==> src/rtl/sample_hold_pkg.sv <==
// Shared definitions for the sample/hold bank.
//   MODE_*       : encodings of the global capture mode input
//   snap_state_t : readout FSM states
//   chan_bits()  : width of a channel index (at least one bit)
package sample_hold_pkg;

   localparam logic [1:0] MODE_FOLLOW  = 2'b00;
   localparam logic [1:0] MODE_ONESHOT = 2'b01;
   localparam logic [1:0] MODE_FREEZE  = 2'b10;

   typedef enum logic {
      IDLE = 1'b0,
      SEND = 1'b1
   } snap_state_t;

   function automatic int chan_bits(input int n);
      return (n > 2) ? $clog2(n) : 1;
   endfunction

endpackage

==> src/rtl/sample_hold_chan.sv <==
// One sample/hold channel with a one-shot lock flag.
// Ports:
//   clk, rst_n : clock, synchronous active-low reset
//   ena        : capture enable for this channel
//   mode       : global capture mode (FOLLOW / ONESHOT / FREEZE)
//   clear      : clears the lock flag (never touches q)
//   d          : sample input
//   q          : held value
//   locked     : set by the first ONESHOT capture, cleared by clear
module sample_hold_chan
   import sample_hold_pkg::*;
#(
   parameter int WIDTH = 4
) (
   input  logic             clk,
   input  logic             rst_n,
   input  logic             ena,
   input  logic [1:0]       mode,
   input  logic             clear,
   input  logic [WIDTH-1:0] d,
   output logic [WIDTH-1:0] q,
   output logic             locked
);

   always_ff @(posedge clk) begin
      if (!rst_n) begin
         q      <= '0;
         locked <= 1'b0;
      end else begin
         if (clear)
            locked <= 1'b0;
         case (mode)
            MODE_FOLLOW: begin
               if (ena)
                  q <= d;
            end
            MODE_ONESHOT: begin
               // clear beats a same-edge capture: the lock drops and q keeps its value
               if (ena && !locked && !clear) begin
                  q      <= d;
                  locked <= 1'b1;
               end
            end
            default: ;
         endcase
      end
   end

endmodule

==> src/rtl/sample_hold_bank.sv <==
// Bank of CHANNELS sample/hold channels plus a snapshot readout.
// A snapshot request copies every held value into a shadow array and
// streams it out one channel per valid/ready beat, so live captures can
// keep running while the readout drains.
//
// state | meaning
// IDLE  | no readout in progress, waiting for snap_req
// SEND  | presenting shadow[snap_chan] with snap_valid high
//
// Ports:
//   clk, rst_n  : clock, synchronous active-low reset
//   ena         : per-channel capture enable
//   mode        : global capture mode
//   clear       : clears all lock flags
//   in / out    : packed channel samples / held values, channel i at [i*WIDTH +: WIDTH]
//   locked      : per-channel one-shot lock flags
//   snap_req    : start a snapshot (honoured in IDLE only)
//   snap_valid, snap_ready, snap_data, snap_chan : readout beat handshake
//   snap_busy   : readout in progress
module sample_hold_bank
   import sample_hold_pkg::*;
#(
   parameter int WIDTH    = 4,
   parameter int CHANNELS = 4
) (
   input  logic                           clk,
   input  logic                           rst_n,
   input  logic [CHANNELS-1:0]            ena,
   input  logic [1:0]                     mode,
   input  logic                           clear,
   input  logic [CHANNELS*WIDTH-1:0]      in,
   output logic [CHANNELS*WIDTH-1:0]      out,
   output logic [CHANNELS-1:0]            locked,
   input  logic                           snap_req,
   output logic                           snap_valid,
   input  logic                           snap_ready,
   output logic [WIDTH-1:0]               snap_data,
   output logic [chan_bits(CHANNELS)-1:0] snap_chan,
   output logic                           snap_busy
);

   localparam int                CW        = chan_bits(CHANNELS);
   localparam logic [CW-1:0]     LAST_CHAN = CW'(CHANNELS - 1);

   snap_state_t      state;
   logic [WIDTH-1:0] shadow [CHANNELS];

   for (genvar g = 0; g < CHANNELS; g++) begin : g_chan
      sample_hold_chan #(
         .WIDTH (WIDTH)
      ) u_chan (
         .clk    (clk),
         .rst_n  (rst_n),
         .ena    (ena[g]),
         .mode   (mode),
         .clear  (clear),
         .d      (in[g*WIDTH +: WIDTH]),
         .q      (out[g*WIDTH +: WIDTH]),
         .locked (locked[g])
      );
   end

   always_ff @(posedge clk) begin
      if (!rst_n) begin
         state     <= IDLE;
         snap_chan <= '0;
         for (int i = 0; i < CHANNELS; i++)
            shadow[i] <= '0;
      end else begin
         case (state)
            IDLE: begin
               if (snap_req) begin
                  // out here is the value registered before this edge's captures
                  for (int i = 0; i < CHANNELS; i++)
                     shadow[i] <= out[i*WIDTH +: WIDTH];
                  snap_chan <= '0;
                  state     <= SEND;
               end
            end
            SEND: begin
               if (snap_ready) begin
                  if (snap_chan == LAST_CHAN)
                     state <= IDLE;
                  else
                     snap_chan <= snap_chan + 1'b1;
               end
            end
            default: state <= IDLE;
         endcase
      end
   end

   assign snap_valid = (state == SEND);
   assign snap_busy  = (state != IDLE);
   assign snap_data  = snap_valid ? shadow[snap_chan] : '0;

endmodule

==> config.mk <==
export PLATFORM = sky130hd
export DESIGN_NAME = sample_hold_bank
export DESIGN_NICKNAME = d
export VERILOG_FILES = /design/src/rtl/sample_hold_pkg.sv /design/src/rtl/sample_hold_chan.sv /design/src/rtl/sample_hold_bank.sv
export SDC_FILE = /design/constraint.sdc
export NUM_CORES = 1
export LEC_CHECK = 0
export ABC_AREA = 1
export ABC_CLOCK_PERIOD_IN_PS = 2000
export CAP_MARGIN = 25
export CORE_ASPECT_RATIO = 0.5
export CORE_MARGIN = 2
export CORE_UTILIZATION = 50
export CTS_CLUSTER_SIZE = 28
export DETAILED_ROUTE_END_ITERATION = 10
export PLACE_DENSITY = 0.89
export REMOVE_ABC_BUFFERS = 1
export SLEW_MARGIN = 20
export SYNTH_ARGS = -nofsm -noshare
export SYNTH_HDL_FRONTEND = slang
export SYNTH_SLANG_ARGS = --single-unit
==> constraint.sdc <==
create_clock -name clk -period 2 [get_ports clk]
set_clock_uncertainty 0.05 [all_clocks]
set_input_delay 0.4 -clock clk [delete_from_list [all_inputs] [get_ports clk]]
set_output_delay 0.4 -clock clk [all_outputs]
set_load 0.01 [all_outputs]
### Congestion heat map, run 1

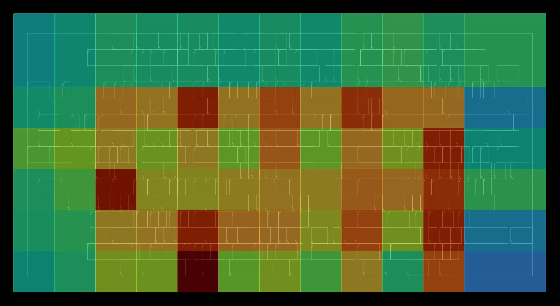
grt met3 use: 0.0527
met2 usage: 0.335
gr usage total: 0.218
met1 Resource Use GR: 0.295

### Metal 3, run 1

(4 px per um) Cells faint in the background.
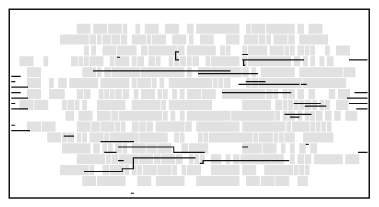
main direction	horizontal
nets with wire on the layer	32

### Pin placement, run 1

(6 px per um) Pins as bars across the die edge, other pins in gray.
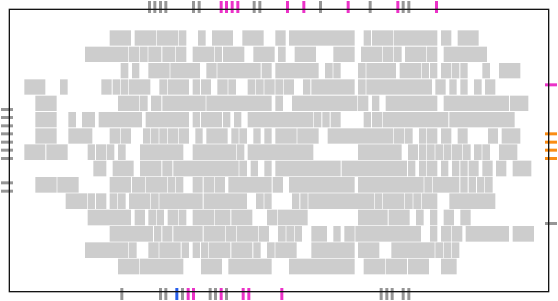
port	color	pins	direction	edge
`snap_data`	orange	4	output	east
`out`	magenta	16	output	9 north, 6 south, 1 east
`rst_n`	blue	1	input	south
all pins by edge	21 north, 19 south, 9 west, 6 east

### The metal 2 layer, run 1

(6 px per um)
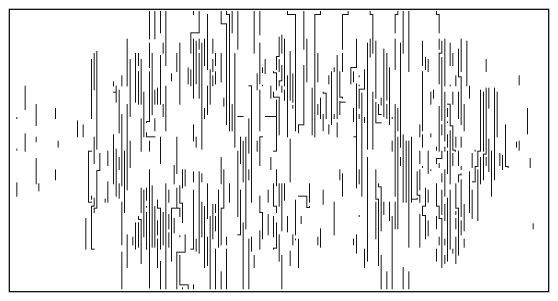
longest straight run	20.4 um
wire length on this layer	2070 um
share of all routed wire	46%
nets with wire on the layer	260
main direction	vertical

==> flow_summary.json, run 1 <==
{
  "warnings": 25,
  "pwr-share-clk": 0.383,
  "io_buffers": 54,
  "yosys.area.top_type": "dfxtp_1",
  "ant_nets": 0,
  "start_kind": "register",
  "power_mw": 2.06,
  "internal_power_mw": 1.58,
  "post_dp_cell_area_um2": 2390,
  "ys_seq_share": 0.535,
  "wl_um": 4470,
  "ys.flops": 41,
  "finalCoreUtilization": 0.727,
  "vdd_ir_drop_max_mv": 0.457,
  "cp.arrival_ns": 1.39,
  "cap_violations": 0,
  "hold_viol_final": 0,
  "combPwrFrac": 0.153,
  "ys_async_sr_fraction": 0,
  "slew_viol_final": 0,
  "grt_pass1_wl_um": 6590,
  "outcome": "finished, final reports clean",
  "synthCells": 224,
  "flop_cell": "dfxtp_1",
  "initialDrtViolationCount": 165,
  "max_slew_margin": 0.778,
  "p_switching_mw": 0.487,
  "gp_congestion": 0.949,
  "finalSetupViolCount": 0,
  "synth_cell_types": 18,
  "pre_cts_ws_ns": 0.0886,
  "layout-drive-gt1-share": 0.0929,
  "nets": 307,
  "synth_area_per_cell_um2": 8.19,
  "edf_count": 16,
  "drc_errors": 0,
  "topCellsByArea": "dfxtp_1 27%, edfxtp_1 26%, nor2_1 11%, a21oi_1 7.1%, inv_1 5.3%",
  "fin_crit_ns": 1.84,
  "lay_top_count": "nor2_1",
  "yosys.stat.chipArea_um2": 1830,
  "dieHeight_um": 46.8,
  "max_freq_ghz": 0.544,
  "num_vias": 1672,
  "fp_util": 0.528,
  "worstSkewPairLatency_ns": 0.29,
  "die_w_um": 89.7,
  "yosysTopAreaCellShare": 0.273,
  "crit_fanout": 9,
  "tns_ns": 0,
  "lay_top_cells": "55 x nor2_1, 50 x clkdlybuf4s50_1, 26 x a21oi_1, 26 x nand2_1, 25 x inv_1",
  "critPathRequiredTime_ns": 1.55,
  "yosysWarningCount": 0,
  "hpwl_um": 3250,
  "hold_class": "reg -> reg",
  "regArea_um2": 986,
  "diodes": 0,
  "rsz0062_at_grt": "no",
  "netlist_area_um2": 1830,
  "ys_cells": 224,
  "setup_ws_ns": 0.161,
  "core_um2": 3470,
  "placementRows": 15,
  "htreeDepth": 2,
  "clockBufferDepth": 2,
  "p_seq_frac": 0.464,
  "fillers": 251,
  "p_leak_nw": 1.07,
  "switching_share": 0.236,
  "cts_hold_buf": 0,
  "dr.pass1.iters": 4,
  "tightest_slew_ns": 0.331,
  "ios": 55,
  "power_density_nw_per_um2": 817,
  "vias_per_cell": 5.05,
  "numCtsBuffers": 5,
  "overflow": 0,
  "final_area_um2": 2520,
  "dp_cells": 323,
  "clk_pin_slew_ns": 0.08,
  "cts_tree": "done",
  "clock_sinks": 41,
  "worst-setup-path-type": "reg -> out",
  "antenna_found_initial": 0,
  "grt_max_degree": 18,
  "grt_pass1_vias": 1483
}
-- run 1: layout make-up --
type,instances,share of cell area
clock buffers,5,0.0273
flip-flops and latches,41,0.390
multi-input cells,147,0.270
well taps,51,0.0253
clock inverters,3,0.0258
repair buffers,57,0.221
inverters,27,0.0401
-- run 1: layer usage --
layer / part of all wire / track usage / wire length, um / vias up
met1: 0.46 / 0.295 / 2050 / 780
li1: - / - / - / 828
met2: 0.46 / 0.335 / 2070 / 53
met3: 0.059 / 0.0527 / 264 / 11
met5: 0 / 0 / 0 / -
met4: 0.019 / 0.113 / 85 / 0
-- run 1: cell families after synthesis --
family	share of synthesized area
buffers and inverters	0.0934
AND/OR/NAND/NOR	0.265
adder cells (fa/ha/maj)	0.00682
flip-flops	0.535
AND-OR/OR-AND	0.0996
-- run 1: power by group through the flow --
stage          Clock (mW)  Combinational, mW  Sequential [mW]
2_1_floorplan           0              0.129            0.982
3_3_place_gp            0              0.303            0.972
3_5_place_dp            0              0.316            0.975
4_1_cts             0.794              0.316            0.956
5_1_grt             0.833              0.346            0.962
6_report            0.789              0.316            0.957
-- run 1: sequential cells by signal, indices dropped and copies added (netlist names), named ones only --
signal / flops
snap_busy: 1
shadow: 16
g_chan.u_chan.locked: 4
g_chan.u_chan.q: 16
snap_chan: 2
-- run 1: Yosys cell counts, types with 4 or more instances --
library cell / instances
dfxtp_1: 25
edfxtp_1: 16
inv_1: 26
nand2_2: 4
o21ai_0: 9
nor2_1: 55
nand3_1: 18
a21oi_1: 26
buf_4: 5
nand3_2: 5
nand2_1: 26
-- run 1: final timing paths --
path	start	to	slack, ns	cells past startpoint
max	register	snap_data[2]	0.16	4
min	g_chan[3].u_chan.locked$_SDFF_PN0_	g_chan[3].u_chan.locked$_SDFF_PN0_	0.44	2
max reg2reg	snap_busy$_SDFF_PN0_	shadow[0][2]$_SDFFCE_PN0P_	0.64	4
min reg2reg	g_chan[3].u_chan.locked$_SDFF_PN0_	g_chan[3].u_chan.locked$_SDFF_PN0_	0.44	2
-- run 1: worst max-delay path, stage by stage (launching register included) --
cell	delay (ns)
dfxtp_4	0.40
inv_2	0.08
o21ai_0	0.23
a21oi_1	0.09
dlygate4sd2_1	0.29
-- run 1: repair_timing --
| action | in CTS | in global routing |
|---|---|---|
| endpoints found under the setup margin | 4 | 0 |
| setup buffers | 0 | 0 |
| resized | 8 | 0 |
## Run 2: what changed since run 1
--- a/config.mk
+++ b/config.mk
@@ -5,7 +5,6 @@
 export SDC_FILE = /design/constraint.sdc
 export NUM_CORES = 1
 export LEC_CHECK = 0
-export ABC_AREA = 1
 export ABC_CLOCK_PERIOD_IN_PS = 2000
 export CAP_MARGIN = 25
 export CORE_ASPECT_RATIO = 0.5
@@ -13,7 +12,7 @@
 export CORE_UTILIZATION = 50
 export CTS_CLUSTER_SIZE = 28
 export DETAILED_ROUTE_END_ITERATION = 10
-export PLACE_DENSITY = 0.89
+export PLACE_DENSITY = 0.92
 export REMOVE_ABC_BUFFERS = 1
 export SLEW_MARGIN = 20
 export SYNTH_ARGS = -nofsm -noshare
==> run 2 against run 1 <==
Effect of this change: the flow now finishes with violations (negative setup slack); non-clock buffer count grew 3; critical path depth stayed put; hold slack got worse by 0.019 ns; global-route usage fell by 0.062 points; flip-flop count did not move; sequential power shrank 2%.
==> flow_summary.json, run 2 <==
{
  "clockBufferDepth": 2,
  "whs_path_depth": 2,
  "placementRows": 15,
  "dp_cells": 258,
  "fin_crit_ns": 2.00,
  "yosys.stat.chipArea_um2": 1800,
  "warnings": 27,
  "wl_met1_um": 1730,
  "flop_cell": "dfxtp_1",
  "reg2reg_from": "snap_chan[0]$_SDFFE_PN0P_",
  "numCtsBuffers": 5,
  "power_density_nw_per_um2": 690,
  "nets": 244,
  "ys_async_sr_fraction": 0,
  "grt_pass1_wl_um": 6270,
  "cts_hold_buf": 0,
  "violations": "negative setup slack",
  "vdd_ir_drop_max_mv": 0.328,
  "worstSkewPairLatency_ns": 0.29,
  "synthAdderAreaFrac": 0.00696,
  "ant_nets": 0,
  "crit_fanout": 4,
  "num_vias": 1371,
  "clock_sinks": 41,
  "dr.pass1.iters": 4,
  "combPwrFrac": 0.137,
  "io_buffers": 54,
  "pwr-share-clk": 0.304,
  "dieHeight_um": 46.4,
  "edf_count": 16,
  "critPathRequiredTime_ns": 1.55,
  "antenna_found_initial": 0,
  "cp.arrival_ns": 1.55,
  "vias_per_cell": 5.12,
  "aoi_share": 0.0481,
  "rsz0062_at_grt": "yes",
  "lay_top_count": "clkdlybuf4s50_1",
  "wl_met3_um": 170,
  "dr_wl_met2_um": 2170,
  "synthTopLogicFamily": "simple AND/OR/NAND/NOR gates",
  "hp-start": "g_chan[3].u_chan.q[1]$_SDFFE_PN0P_",
  "yosysWarningCount": 0,
  "mux_area_frac": 0.148,
  "max_slew_margin": 0.649,
  "lay_top_cells": "50 x clkdlybuf4s50_1, 35 x nand2_1, 23 x dfxtp_1",
  "overflow": 0,
  "top_layer_used": "met4",
  "p_switching_mw": 0.400,
  "wl_um": 4160,
  "setup_ws_ns": -0.00361,
  "yosys.area.top_type": "dfxtp_1",
  "clk_pin_slew_ns": 0.07,
  "ys_seq_share": 0.546,
  "cap_violations": 0,
  "max_freq_ghz": 0.499,
  "hold_viol_final": 0,
  "initialDrtViolationCount": 78,
  "core_um2": 3430,
  "final_area_um2": 2430,
  "worst-setup-path-type": "reg -> out",
  "grt_max_degree": 24,
  "switching_share": 0.238,
  "synth_area_per_cell_um2": 11.0,
  "power_mw": 1.68,
  "grt_pass1_vias": 1299,
  "netlist_area_um2": 1800,
  "synthCells": 164,
  "tightest_slew_ns": 0.525,
  "hold_class": "reg -> reg",
  "finalSetupViolCount": 1,
  "gp_congestion": 0.747,
  "synth_cell_types": 22,
  "ys.flops": 41,
  "fillers": 232,
  "cts_tree": "done",
  "htreeDepth": 2,
  "hpwl_um": 3080,
  "die_w_um": 88.8,
  "internal_power_mw": 1.28,
  "p_seq_frac": 0.559,
  "yosysTopAreaCellShare": 0.279,
  "r2r_cells": 4,
  "slew_viol_final": 0,
  "outcome": "finished with violations"
}
[run 2: final cells by class]
type	instances	area share
Sequential cell	41	0.406
Multi-Input combinational cell	107	0.294
Timing Repair Buffer	60	0.239
Clock buffer	5	0.0283
Tap cell	51	0.0262
Clock inverter	3	0.00515
Inverter	1	0.00154
[run 2: cell families (layout without fill, tap and decap cells)]
| family | count (synthesis) | after routing |
|---|---|---|
| and+or+nand+nor | 70 | 70 |
| DFF | 41 | 41 |
| muxes | 20 | 20 |
| AOI/OAI and AO/OA | 16 | 16 |
| buffers and inverters | 16 | 69 |
| adders and majority gates | 1 | 1 |
[run 2: final timing paths]
| kind | end | slack (ns) |
|---|---|---|
| max | snap_data[2] | -0.004 |
| min | g_chan[3].u_chan.q[1]$_SDFFE_PN0P_ | 0.42 |
| max reg2reg | register | 0.65 |
| min reg2reg | g_chan[3].u_chan.q[1]$_SDFFE_PN0P_ | 0.42 |
[run 2: what timing repair did]
item	CTS	global route
gates resized	20	2
buffers inserted	1	1
endpoints found under the setup margin	6	3
[run 2: routing by layer]
metal	global-route usage	vias to the layer above
li1	-	663
met1	0.258	660
met2	0.381	39
met3	0.0520	9
met4	0.109	0
met5	0	-
[run 2: power by group through the flow]
stage	registers, mW	logic (mW)	clock network, mW
finish	0.938	0.230	0.510
global route	0.942	0.248	0.544
CTS	0.938	0.230	0.515
detailed placement	0.955	0.230	0
global placement	0.950	0.220	0
floorplan	0.956	0.0779	0
[run 2: worst max-delay path, cell delays in order, from the launching register on]
cell     delay, ns
dfxtp_4       0.39
buf_4         0.12
mux4_2        0.47
and2_1        0.16
buf_2         0.13
[run 2: through the flow]
stage / hold slack [ns] / util / setup TNS (ns) / setup WS, ns
2_1_floorplan: 0.437 / - / -2.57 / -0.160
3_3_place_gp: 0.403 / 0.686 / -0.239 / -0.0718
4_1_cts: 0.428 / 0.706 / -0.0561 / -0.0290
3_5_place_dp: 0.408 / 0.686 / -0.520 / -0.133
5_1_grt: 0.444 / 0.708 / -0.155 / -0.0643
6_report: 0.424 / 0.708 / -0.00361 / -0.00361
### Metal 3, run 2

(4 px per um) Cells faint in the background.
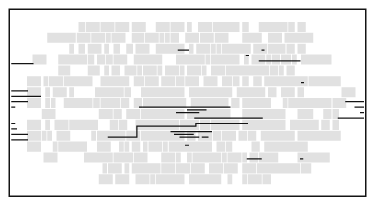
main direction	horizontal
wire length on this layer	170 um
longest straight run	22.5 um

Power figures rest on the tool's default switching activity, not on a simulated workload.
